**Run 1: register map, names as in the netlist**

(2 px per um) Other sequential cells in the stronger grey, the rest of the logic in the fainter grey.
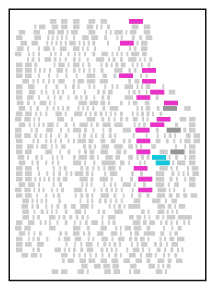
**Run 1: placement by cell class**

(2 px per um)
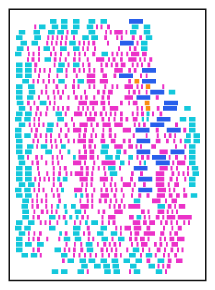
**Run 1: routed clock nets over the placement**

(2 px per um)
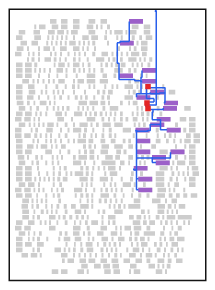
**Run 1: I/O nets highlighted**

(4 px per um)
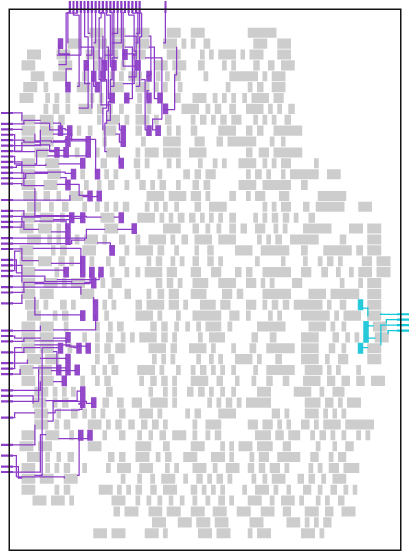
**config.mk**
```make
export PLATFORM = sky130hd
export DESIGN_NAME = gate16_arbiter
export DESIGN_NICKNAME = d
export VERILOG_FILES = /design/src/rtl/gate16_pkg.sv /design/src/rtl/rr_select.sv /design/src/rtl/gate16_arbiter.sv
export SDC_FILE = /design/constraint.sdc
export NUM_CORES = 1
export LEC_CHECK = 0
export ABC_AREA = 1
export CAP_MARGIN = 10
export CELL_PAD_IN_SITES_DETAIL_PLACEMENT = 1
export CELL_PAD_IN_SITES_GLOBAL_PLACEMENT = 1
export CORE_ASPECT_RATIO = 1.4
export CORE_MARGIN = 2
export CORE_UTILIZATION = 30
export CTS_BUF_LIST = sky130_fd_sc_hd__clkbuf_4
export CTS_CLUSTER_DIAMETER = 40
export DETAILED_ROUTE_END_ITERATION = 8
export GPL_TIMING_DRIVEN = 0
export PLACE_DENSITY = 0.87
export SLEW_MARGIN = 20
export SYNTH_ARGS = -nofsm -noshare
export SYNTH_HDL_FRONTEND = slang
export SYNTH_SLANG_ARGS = --single-unit
export TNS_END_PERCENT = 5
```
**constraint.sdc**
```tcl
create_clock -name clk -period 5.4 [get_ports clk]
set_clock_uncertainty 0.05 [all_clocks]
set_input_delay 0.81 -clock clk [delete_from_list [all_inputs] [get_ports clk]]
set_output_delay 0.81 -clock clk [all_outputs]
set_load 0.05 [all_outputs]
```
**src/rtl/gate16_pkg.sv**
```systemverilog
// Shared definitions for the gate16 arbiter block.
//   OP_*          : two-bit opcodes selecting the bitwise gate operation
//   WIDTH / N_REQ : default operand width and requester count
//   ID_W          : width of the requester id carried with each result
//   slot_state_e  : state of the single result slot (EMPTY / FULL)
package gate16_pkg;

  localparam int WIDTH = 16;
  localparam int N_REQ = 4;
  localparam int ID_W  = 2;

  localparam logic [1:0] OP_AND = 2'b00;
  localparam logic [1:0] OP_OR  = 2'b01;
  localparam logic [1:0] OP_XOR = 2'b10;
  localparam logic [1:0] OP_NOT = 2'b11;

  typedef enum logic {
    ST_EMPTY = 1'b0,
    ST_FULL  = 1'b1
  } slot_state_e;

endpackage

```
**src/rtl/rr_select.sv**
```systemverilog
// Round-robin picker, purely combinational.
//   valid_i     : N_REQ request-valid bits
//   last_i      : index of the most recently granted requester
//   grant_o     : one-hot grant (all zeros when no valid bit is set)
//   grant_idx_o : binary index of the granted requester (0 when none)
// The search starts at (last_i + 1) mod N_REQ and wraps once around.
module rr_select
  import gate16_pkg::*;
#(
  parameter int N_REQ_P = N_REQ,
  parameter int ID_W_P  = ID_W
) (
  input  logic [N_REQ_P-1:0] valid_i,
  input  logic [ID_W_P-1:0]  last_i,
  output logic [N_REQ_P-1:0] grant_o,
  output logic [ID_W_P-1:0]  grant_idx_o
);

  logic              found;
  logic [ID_W_P-1:0] idx;

  always_comb begin
    grant_o     = '0;
    grant_idx_o = '0;
    found       = 1'b0;
    idx         = '0;
    // k = 1 .. N_REQ_P visits last+1 first and last itself at the very end.
    for (int k = 1; k <= N_REQ_P; k++) begin
      idx = ID_W_P'((int'(last_i) + k) % N_REQ_P);
      if (!found && valid_i[idx]) begin
        found        = 1'b1;
        grant_o[idx] = 1'b1;
        grant_idx_o  = idx;
      end
    end
  end

endmodule

```
**src/rtl/gate16_arbiter.sv**
```systemverilog
// Arbitrates N_REQ requesters onto one registered bitwise gate unit.
//   clk, reset            : clock, synchronous active-high reset
//   req_valid / req_ready : per-requester handshake, req_ready one-hot or zero
//   req_a, req_b, req_op  : packed per-requester operands and opcodes
//   rsp_valid / rsp_ready : result handshake
//   rsp_data, rsp_id      : registered result and owning requester index
//   dbg_state             : current result-slot state (0 EMPTY, 1 FULL)
//
// Handshake: a transfer happens on a rising edge where valid and ready are
// both high. Producers hold valid and payload until the transfer; ready may
// change freely; rsp_* is held stable while rsp_valid && !rsp_ready.
module gate16_arbiter
  import gate16_pkg::*;
#(
  parameter int N_REQ = gate16_pkg::N_REQ,
  parameter int WIDTH = gate16_pkg::WIDTH
) (
  input  logic                   clk,
  input  logic                   reset,
  input  logic [N_REQ-1:0]       req_valid,
  output logic [N_REQ-1:0]       req_ready,
  input  logic [N_REQ*WIDTH-1:0] req_a,
  input  logic [N_REQ*WIDTH-1:0] req_b,
  input  logic [N_REQ*2-1:0]     req_op,
  output logic                   rsp_valid,
  input  logic                   rsp_ready,
  output logic [WIDTH-1:0]       rsp_data,
  output logic [ID_W-1:0]        rsp_id,
  output logic                   dbg_state
);

  slot_state_e      state_q, state_d;
  logic [WIDTH-1:0] data_q, data_d;
  logic [ID_W-1:0]  id_q, id_d;
  logic [ID_W-1:0]  last_grant_q, last_grant_d;

  logic [N_REQ-1:0] grant;
  logic [ID_W-1:0]  grant_idx;
  logic             can_accept;
  logic             accept;
  logic [WIDTH-1:0] a_sel, b_sel, gate_res;
  logic [1:0]       op_sel;

  rr_select #(
    .N_REQ_P (N_REQ),
    .ID_W_P  (ID_W)
  ) u_rr_select (
    .valid_i     (req_valid),
    .last_i      (last_grant_q),
    .grant_o     (grant),
    .grant_idx_o (grant_idx)
  );

  // The slot can take a new result if it is empty or is being drained now.
  assign can_accept = (state_q == ST_EMPTY) || rsp_ready;
  // Reset gates the grant so nothing is acknowledged during reset.
  assign req_ready  = (can_accept && !reset) ? grant : '0;
  assign accept     = |req_ready;

  assign a_sel  = req_a[grant_idx*WIDTH +: WIDTH];
  assign b_sel  = req_b[grant_idx*WIDTH +: WIDTH];
  assign op_sel = req_op[grant_idx*2 +: 2];

  always_comb begin
    gate_res = '0;
    case (op_sel)
      OP_AND:  gate_res = a_sel & b_sel;
      OP_OR:   gate_res = a_sel | b_sel;
      OP_XOR:  gate_res = a_sel ^ b_sel;
      OP_NOT:  gate_res = ~a_sel;
      default: gate_res = '0;
    endcase
  end

  always_comb begin
    state_d      = state_q;
    data_d       = data_q;
    id_d         = id_q;
    last_grant_d = last_grant_q;
    case (state_q)
      ST_EMPTY: if (accept) state_d = ST_FULL;
      // Drain with no refill empties; drain with refill stays FULL.
      ST_FULL:  if (rsp_ready && !accept) state_d = ST_EMPTY;
      default:  state_d = ST_EMPTY;
    endcase
    if (accept) begin
      data_d       = gate_res;
      id_d         = grant_idx;
      last_grant_d = grant_idx;
    end
  end

  always_ff @(posedge clk) begin
    if (reset) begin
      state_q      <= ST_EMPTY;
      data_q       <= '0;
      id_q         <= '0;
      last_grant_q <= ID_W'(N_REQ - 1);
    end else begin
      state_q      <= state_d;
      data_q       <= data_d;
      id_q         <= id_d;
      last_grant_q <= last_grant_d;
    end
  end

  assign rsp_valid = (state_q == ST_FULL);
  assign rsp_data  = data_q;
  assign rsp_id    = id_q;
  assign dbg_state = state_q;

endmodule
```
==> impl_metrics.env, run 1 <==
# physical design summary
export IMPL_outcome="complete, no violations"
export IMPL_setup_total_negative_slack_ns=0
export IMPL_drc=0
export IMPL_drt_total_wl_um=14900
export IMPL_mux_share=0
export IMPL_finalCriticalPeriod_ns=4.08
export IMPL_n_antenna_cell=0
export IMPL_worst_ep_arrival_time_ns=3.22
export IMPL_flop_cell="sky130_fd_sc_hd__dfxtp_1"
export IMPL_finalHoldWorstSlack_ns=0.426
export IMPL_synthesized_chip_area_reported_by_yosys_sq_um=3670
export IMPL_synthArstFlopShare=0
export IMPL_cell_depth_of_the_worst_setup_path=13
export IMPL_yosys_area_top_type_share=0.280
export IMPL_count_of_library_flops_with_an_enable_pin=0
export IMPL_maxSlewHeadroom=0.646
export IMPL_grt_first_pass_wirelength_um=24600
export IMPL_avgViaCountPerCell=4.95
export IMPL_grt_pass1_vias=5261
export IMPL_timing_critical_path_cells="inv_1 > ha_1 > inv_1 > nand3_2 > nand2_4 > nor2_2 > nand2_1 > nand2_1 > a21oi_1 > o21ai_0 > nand2_1 > inv_1 > clkdlybuf4s50_1"
export IMPL_final_setup_viol_count=0
export IMPL_synth_xor_area_share=0
export IMPL_capturing_element_type_of_the_critical_path="output port"
export IMPL_fp_nets=836
export IMPL_topRoutingLayerUsed="met4"
export IMPL_ys_top_logic_family="simple AND/OR/NAND/NOR gates"
export IMPL_worst_setup_path_start_kind="flip-flop"
export IMPL_critPathMaxStageDelay_ns=0.79
export IMPL_yosys_cell_count=653
export IMPL_tightest_hold_check_type="reg -> reg"
export IMPL_netlist_cell_type_count=29
export IMPL_ant_nets=0
export IMPL_floorplan_die_height_um=135
export IMPL_postSynthAreaPerCell_sq_um=5.62
export IMPL_timing_critical_path_slowest_stage_cell="sky130_fd_sc_hd__clkdlybuf4s50_1"
export IMPL_maxSlewViolCount=0
export IMPL_met1_length_um=5620
export IMPL_clockRootBuffer="sky130_fd_sc_hd__clkbuf_4"
Notes on 'register map, names as in the netlist' above:
Magenta marks `rsp_data`, placed flops 16. Cyan marks `last_grant_q`, placed flops 2.

Notes on 'placement by cell class' above:
Magenta marks remaining logic cells, cells 598. Orange marks clock drivers and dummy loads, cells 4. Cyan marks remaining buffers and delay cells, cells 200. Blue marks registers, cells 21.

Notes on 'routed clock nets over the placement' above:
Purple marks flip-flops, count 21. Red marks clock-net drivers, count 3. Blue marks clock wires, length 263 um.
There are 4 routed clock nets.

Notes on 'I/O nets highlighted' above:
Cyan marks `req_ready`, bits 4, direction output, end cells 4, wire 30.0 um. Purple marks `req_b`, bits 64, direction input, end cells 64, wire 1390 um.

run 1: final timing paths:
| check | startpoint | slack, ns | end |
|---|---|---|---|
| max | last_grant_q[1]$_SDFFE_PP1P_ | 1.32 | req_ready[0] |
| min | rsp_id[0]$_SDFFE_PP0P_ | 0.43 | rsp_id[0]$_SDFFE_PP0P_ |
| max reg2reg | last_grant_q[1]$_SDFFE_PP1P_ | 1.56 | rsp_data[9]$_SDFFE_PP0P_ |
| min reg2reg | rsp_id[0]$_SDFFE_PP0P_ | 0.43 | rsp_id[0]$_SDFFE_PP0P_ |
run 1: stage by stage:
step,setup slack [ns],util,std cells,area (sq um)
finish,1.32,0.467,970,5550
global route,1.09,0.467,970,5550
CTS,1.32,0.467,970,5550
detailed placement,1.36,0.464,966,5520
global placement,1.49,0.464,966,5520
floorplan,2.32,-,653,3670
run 1: layer usage:
metal,vias up,GRT usage
li1,2388,-
met1,2225,0.239
met2,154,0.453
met3,31,0.0254
met4,0,0.0718
met5,-,0
run 1: area by class of cell:
| type | instances | area [sq um] | share of cell area |
|---|---|---|---|
| Clock buffer | 3 | 22.5 | 0.00406 |
| Timing Repair Buffer | 166 | 1660 | 0.300 |
| Inverter | 79 | 299 | 0.0539 |
| Tap cell | 147 | 184 | 0.0332 |
| Multi-Input combinational cell | 519 | 2720 | 0.490 |
| Buffer | 34 | 231 | 0.0417 |
| Clock inverter | 1 | 7.51 | 0.00135 |
| Sequential cell | 21 | 420 | 0.0758 |
run 1: cells by family after synthesis:
family          count (synthesis)
fa+ha+maj                      40
flops                          21
simple gates                  430
buf+inv                       113
compound gates                 49
run 1: Yosys cell counts (2+ instances only):
cell / instances
sky130_fd_sc_hd__nand2_1: 274
sky130_fd_sc_hd__nand3_1: 84
sky130_fd_sc_hd__inv_1: 72
sky130_fd_sc_hd__ha_1: 40
sky130_fd_sc_hd__o21ai_0: 34
sky130_fd_sc_hd__nor2_1: 27
sky130_fd_sc_hd__dfxtp_1: 21
sky130_fd_sc_hd__nand3b_1: 16
sky130_fd_sc_hd__buf_2: 14
sky130_fd_sc_hd__buf_4: 9
sky130_fd_sc_hd__a21oi_1: 8
sky130_fd_sc_hd__buf_6: 7
sky130_fd_sc_hd__nand2_2: 7
sky130_fd_sc_hd__inv_2: 6
sky130_fd_sc_hd__nand3_2: 6
sky130_fd_sc_hd__nand4_1: 5
sky130_fd_sc_hd__clkbuf_1: 4
sky130_fd_sc_hd__nand2_4: 4
sky130_fd_sc_hd__nand4_2: 2
sky130_fd_sc_hd__nor2_2: 2
sky130_fd_sc_hd__nor2_8: 2
sky130_fd_sc_hd__o211ai_1: 2
run 1: state kept, by name (all words and copies together) (netlist names):
signal	count
last_grant_q	2
rsp_data	16
rsp_id	2
dbg_state	1
==> run 1 -> run 2 <==
- CORE_UTILIZATION: 30 -> 25
- PLACE_DENSITY: 0.87 -> 0.77
- clock period: 5.4 -> 3.45 ns (I/O delays scaled with it)
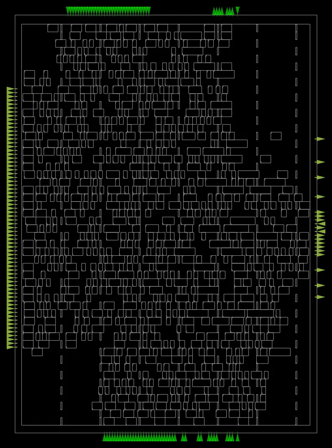
**Above:** run 2 (cell outlines without signal wires).
count of standard-cell rows: 52
FILL cells: 1890
Flops: 21
post-route non-filler standard cell count: 1020
register share of the cell area: 0.0734

==> run 2 against run 1 <==
  * Via count decreased by 3.6%
  * Synthesized area unchanged
  * Non-clock buffer count grew 8
  * Sequential share of layout area shrank 0.24 points
  * Critical path depth up 9
  * Sequential cell count unchanged
  * Cell area is 5.1% higher
  * Utilization is 6.1 points lower
  * Largest cell class unchanged
  * First-iteration DRC count shrank 17%
==> impl_metrics.env, run 2 <==
# physical design summary
export IMPL_count_of_library_flops_with_an_enable_pin=0
export IMPL_outcome="complete, no violations"
export IMPL_maxSlewHeadroom=0.655
export IMPL_most_frequent_cells_after_synthesis="sky130_fd_sc_hd__nand2_1, sky130_fd_sc_hd__nand3_1, sky130_fd_sc_hd__inv_1, sky130_fd_sc_hd__ha_1, sky130_fd_sc_hd__o21ai_0"
export IMPL_most_common_cell="sky130_fd_sc_hd__nand2_1"
export IMPL_hp_start="rsp_id[1]$_SDFFE_PP0P_"
export IMPL_flop_cell="sky130_fd_sc_hd__dfxtp_1"
export IMPL_finalCriticalPeriod_ns=3.31
export IMPL_drc=0
export IMPL_grt_pass1_vias=4736
export IMPL_layout_core_utilization=0.405
export IMPL_timing_critical_path_slowest_stage_cell="sky130_fd_sc_hd__dfxtp_4"
export IMPL_placedInstanceArea_sq_um=5570
export IMPL_synthesized_chip_area_reported_by_yosys_sq_um=3670
export IMPL_drt_total_wl_um=14700
export IMPL_worst_ep_arrival_time_ns=3.47
export IMPL_final_setup_viol_count=0
export IMPL_timing_critical_path_cells="buf_8 > inv_6 > ha_4 > inv_1 > nand3_2 > nand2_4 > o21ai_0 > nand2_1 > nand2_4 > nand2_8 > inv_6 > buf_2 > nand2_1 > nand2_1 > inv_1 > o21ai_0 > inv_1 > ha_1 > nand3_1 > nand3_1 > nor2_1 > nor2_1"
export IMPL_slack_of_the_worst_reg_to_reg_path_ns=0.14
export IMPL_worst_setup_path_start_kind="flip-flop"
export IMPL_worstReg2RegEnd="rsp_data[8]$_SDFFE_PP0P_"
export IMPL_yosys_cell_count=653
export IMPL_final_worst_slack_ns=0.143
export IMPL_postSynthAreaPerCell_sq_um=5.62
export IMPL_finish_instance_area_sq_um=5830
export IMPL_fp_nets=836
export IMPL_preCtsSetupSlack_ns=-0.414
export IMPL_timing_hold_worst_endpoint="rsp_id[1]$_SDFFE_PP0P_"
export IMPL_post_place_cells=1008
export IMPL_netlist_cell_type_count=29
export IMPL_yosys_area_top_type_share=0.280
export IMPL_ant_nets=0
export IMPL_tightest_hold_check_type="reg -> reg"
export IMPL_startpoint_of_the_lowest_slack_register_to_register_path="last_grant_q[0]$_SDFFE_PP1P_"
export IMPL_setup_total_negative_slack_ns=0
export IMPL_synthArstFlopShare=0
[run 2: area by class of cell]
type,count,area [sq um]
Clock buffer,3,22.5
Inverter,79,313
Tap cell,189,236
Fill cell,1890,8550
Buffer,34,299
Clock inverter,1,7.51
Multi-Input combinational cell,519,2810
Timing Repair Buffer,174,1720
Sequential cell,21,428
[run 2: kinds of logic after synthesis]
| group | after synthesis | share of synthesized area |
|---|---|---|
| simple gates | 430 | 0.530 |
| compound gates | 49 | 0.0746 |
| fa+ha+maj | 40 | 0.136 |
| flops | 21 | 0.115 |
| buf+inv | 113 | 0.145 |
[run 2: how the worst max path moves through the flow]
| stage | to | slack [ns] |
|---|---|---|
| CTS | rsp_data[7]$_SDFFE_PP0P_ | -0.03 |
| global route | rsp_data[10]$_SDFFE_PP0P_ | -0.1 |
| global placement | rsp_data[9]$_SDFFE_PP0P_ | -0.34 |
| finish | rsp_data[8]$_SDFFE_PP0P_ | 0.14 |
| floorplan | rsp_data[9]$_SDFFE_PP0P_ | 0.37 |
| detailed placement | rsp_data[9]$_SDFFE_PP0P_ | -0.41 |
[run 2: per-layer routing]
layer  vias to the layer above  GRT usage  routed length, um
met5                         -          0                  0
met4                         0     0.0292                214
met3                        14     0.0260                690
met2                       112      0.373               7980
met1                      2098      0.207               5820
li1                       2403          -                  -
[run 2: worst reg2reg max path: stages (launching register included)]
cell,delay [ns]
sky130_fd_sc_hd__dfxtp_4,0.40
sky130_fd_sc_hd__buf_8,0.14
sky130_fd_sc_hd__inv_6,0.07
sky130_fd_sc_hd__ha_4,0.29
sky130_fd_sc_hd__inv_1,0.06
sky130_fd_sc_hd__nand3_2,0.10
sky130_fd_sc_hd__nand2_4,0.10
sky130_fd_sc_hd__o21ai_0,0.20
sky130_fd_sc_hd__nand2_1,0.13
sky130_fd_sc_hd__nand2_4,0.12
sky130_fd_sc_hd__nand2_8,0.07
sky130_fd_sc_hd__inv_6,0.09
sky130_fd_sc_hd__buf_2,0.25
sky130_fd_sc_hd__nand2_1,0.09
sky130_fd_sc_hd__nand2_1,0.07
sky130_fd_sc_hd__inv_1,0.03
sky130_fd_sc_hd__o21ai_0,0.24
sky130_fd_sc_hd__inv_1,0.08
sky130_fd_sc_hd__ha_1,0.27
sky130_fd_sc_hd__nand3_1,0.08
sky130_fd_sc_hd__nand3_1,0.11
sky130_fd_sc_hd__nor2_1,0.11
sky130_fd_sc_hd__nor2_1,0.04
[run 2: timing repair]
action                                  in CTS  in global routing
endpoints found under the setup margin      20                 17
resized                                     32                 35
pin swaps                                    0                  5
setup buffers                                1                  7
==> run 2 -> run 3 <==
- ABC_AREA: 1 -> 0
- CORE_ASPECT_RATIO: 1.4 -> 0.75
- CORE_UTILIZATION: 25 -> 27
- PLACE_DENSITY: 0.77 -> 0.78
- SYNTH_HIERARCHICAL: unset -> 1
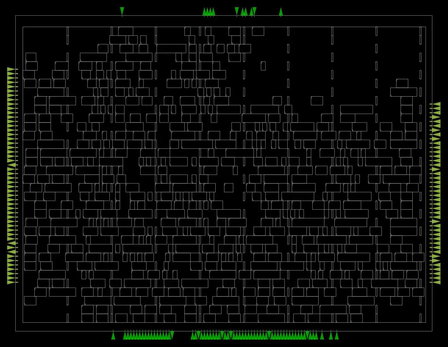
**Above:** run 3 (cell outlines without signal wires).
TAP cells: 162
FILL cells: 1315
final core occ: 0.481
register share of the cell area: 0.0764
count of standard-cell rows: 34

==> run 3 against run 2 <==
  * Cell area is 3.9% lower
  * Worst setup slack worse by 0.063 ns
  * Synthesized area is 12% lower
  * Hold slack worse by 0.0063 ns
  * Utilization is 7.5 points higher
  * Via count is 26% lower
  * Sequential share of layout area is 0.30 points higher
  * Largest cell class unchanged
==> impl_metrics.env, run 3 <==
# physical design summary
export IMPL_final_min_period_over_clock_period=0.977
export IMPL_worst_setup_path_start_kind="flip-flop"
export IMPL_drv_max_cap_violation_count=0
export IMPL_tightest_hold_check_type="reg -> reg"
export IMPL_drive_above_1_share=0.278
export IMPL_synthesized_chip_area_reported_by_yosys_sq_um=3230
export IMPL_most_frequent_cells_after_synthesis="sky130_fd_sc_hd__inv_1, sky130_fd_sc_hd__ha_1, sky130_fd_sc_hd__mux4_2, sky130_fd_sc_hd__nor2_1, sky130_fd_sc_hd__dfxtp_1"
export IMPL_tritoncts="built"
export IMPL_synthToLayoutAreaGrowth_pct=73.3
export IMPL_floorplan_core_area_sq_um=11700
export IMPL_outcome="complete, no violations"
export IMPL_fraction_of_the_yosys_area_taken_by_sequential_cells=0.130
export IMPL_die_w_um=130
export IMPL_yosys_area_top_type_share=0.251
export IMPL_grt_remaining_overflow=0
export IMPL_flip_flop_count_of_the_largest_register_all_copies_and_words_added=16
export IMPL_synth_xor_area_share=0
export IMPL_clockRootBuffer="sky130_fd_sc_hd__clkbuf_4"
export IMPL_drc=0
export IMPL_cts_hold_repair_buffers=0
export IMPL_fp_util=0.277
export IMPL_ys_top_logic_family="multiplexers"
export IMPL_worstMarginPinSlew_ns=0.984
export IMPL_numPortBuffers=165
export IMPL_grt_max_degree=13
export IMPL_vias=3440
export IMPL_clockBufferDepth=2
export IMPL_mux_share=0.307
export IMPL_final_instance_count_excl_fill=690
export IMPL_log_warning_count=51
export IMPL_floorplan_die_height_um=98.8
export IMPL_drt_total_wl_um=13000
export IMPL_num_io_pins=167
export IMPL_fp_nets=521
export IMPL_yosysTopAreaCell="sky130_fd_sc_hd__mux4_2"
export IMPL_setup_total_negative_slack_ns=0
export IMPL_avgRoutedWirePerCell_um=18.8
export IMPL_dr_pass1_iters=4
export IMPL_capturing_element_type_of_the_critical_path="flip-flop"
export IMPL_yosys_area_share_simple=0.111
export IMPL_cts_made_buffers=3
export IMPL_final_worst_slack_ns=0.0795
export IMPL_avgViaCountPerCell=4.99
export IMPL_worst_ep_arrival_time_ns=3.51
export IMPL_unrepaired_setup_endpoints_after_global_routing="yes"
export IMPL_synthArstFlopShare=0
export IMPL_yosys_cell_count=338
export IMPL_final_setup_viol_count=0
export IMPL_finalCriticalPeriod_ns=3.37
export IMPL_post_place_cells=665
export IMPL_postSynthCellCount=338
export IMPL_gpl_final_weighted_congestion=0.772
export IMPL_grt_pass1_vias=3918
export IMPL_ys_warnings=6
export IMPL_final_layout_top_logic_cell="sky130_fd_sc_hd__clkdlybuf4s50_1"
export IMPL_ant_nets=0
export IMPL_antenna_found_initial=0
export IMPL_finalHoldWorstSlack_ns=0.424
export IMPL_most_common_cell="sky130_fd_sc_hd__inv_1"
export IMPL_htree_levels=1
export IMPL_clk_pin_slew_worst_setup_hold_paths_ns=0.15
export IMPL_netlist_cell_type_count=44
export IMPL_global_route_usage_total=0.198
export IMPL_criticalPathCategory="reg -> reg"
export IMPL_synthAoiAreaFrac=0.172
export IMPL_n_antenna_cell=0
export IMPL_preCtsSetupSlack_ns=-1.04
export IMPL_grt_first_pass_wirelength_um=19900
export IMPL_clk_latency_ns=0.33
export IMPL_ys_ff=21
export IMPL_maxSlewHeadroom=0.344
export IMPL_critPathRequiredTime_ns=3.59
export IMPL_path_max_fanout=7
export IMPL_count_of_library_flops_with_an_enable_pin=0
export IMPL_place_detailed_hpwl_um=10000
export IMPL_flop_cell="sky130_fd_sc_hd__dfxtp_1"
export IMPL_synthTopCellsByArea="sky130_fd_sc_hd__mux4_2, sky130_fd_sc_hd__ha_1, sky130_fd_sc_hd__dfxtp_1"
export IMPL_postSynthAreaPerCell_sq_um=9.57
export IMPL_max_freq_mhz=297
export IMPL_synthAdderAreaFrac=0.155
export IMPL_maxSlewViolCount=0
export IMPL_first_iter_violations=100
## run 3: cell families (layout without fill, tap and decap cells)
family,after synthesis,in the layout
adders and majority gates,40,40
buffers and inverters,89,279
muxes,54,54
AOI/OAI and AO/OA,59,59
and+or+nand+nor,75,75
DFF,21,21
## run 3: final cells by class
| type | instances | area [sq um] |
|---|---|---|
| clock inverter | 1 | 5.00 |
| clock buffer | 3 | 22.5 |
| inverter | 63 | 245 |
| sequential | 21 | 428 |
| buffer | 24 | 233 |
| tap | 162 | 203 |
| multi-input combinational | 228 | 2630 |
| timing repair buffer | 188 | 1840 |
| fill | 1315 | 6050 |
## run 3: routing by layer
layer / global-route usage / vias up / part of all wire
met1: 0.243 / 1708 / 0.43
li1: - / 1620 / -
met2: 0.372 / 104 / 0.51
met3: 0.0266 / 8 / 0.048
met4: 0.0344 / 0 / 0.0083
met5: 0 / - / 0
## run 3: critical path: stages, from the launching register on
cell	delay, ns
sky130_fd_sc_hd__dfxtp_4	0.39
sky130_fd_sc_hd__buf_6	0.11
sky130_fd_sc_hd__inv_6	0.04
sky130_fd_sc_hd__ha_4	0.32
sky130_fd_sc_hd__nor2b_4	0.07
sky130_fd_sc_hd__a22oi_2	0.16
sky130_fd_sc_hd__o211ai_1	0.14
sky130_fd_sc_hd__a21oi_2	0.17
sky130_fd_sc_hd__buf_6	0.16
sky130_fd_sc_hd__buf_12	0.14
sky130_fd_sc_hd__buf_4	0.13
sky130_fd_sc_hd__buf_6	0.10
sky130_fd_sc_hd__mux4_2	0.54
sky130_fd_sc_hd__inv_2	0.07
sky130_fd_sc_hd__ha_1	0.21
sky130_fd_sc_hd__nor2b_1	0.14
sky130_fd_sc_hd__a211oi_2	0.23
sky130_fd_sc_hd__a2111oi_4	0.05
## run 3: metrics by stage
stage,cell area [sq um],utilization
global placement,5120,0.439
finish,5600,0.481
detailed placement,5120,0.439
global route,5600,0.481
CTS,5360,0.460
floorplan,3260,-
## run 3: path summary, 6_finish.rpt
kind | startpoint | to | slack [ns] | cells past startpoint
hold / removal | rsp_id[0]$_SDFFE_PP0P_ | rsp_id[0]$_SDFFE_PP0P_ | 0.42 | 2
setup reg to reg | last_grant_q[0]$_SDFFE_PP1P_ | rsp_data[10]$_SDFFE_PP0P_ | 0.08 | 17
hold reg to reg | rsp_id[0]$_SDFFE_PP0P_ | rsp_id[0]$_SDFFE_PP0P_ | 0.42 | 2
setup / recovery | last_grant_q[0]$_SDFFE_PP1P_ | rsp_data[10]$_SDFFE_PP0P_ | 0.08 | 17
## run 3: what timing repair did
action / CTS / global route
gates cloned: 1 / 1
pin swaps: 7 / 20
setup buffers: 13 / 8
setup endpoints to repair: 24 / 22
gates resized: 35 / 55
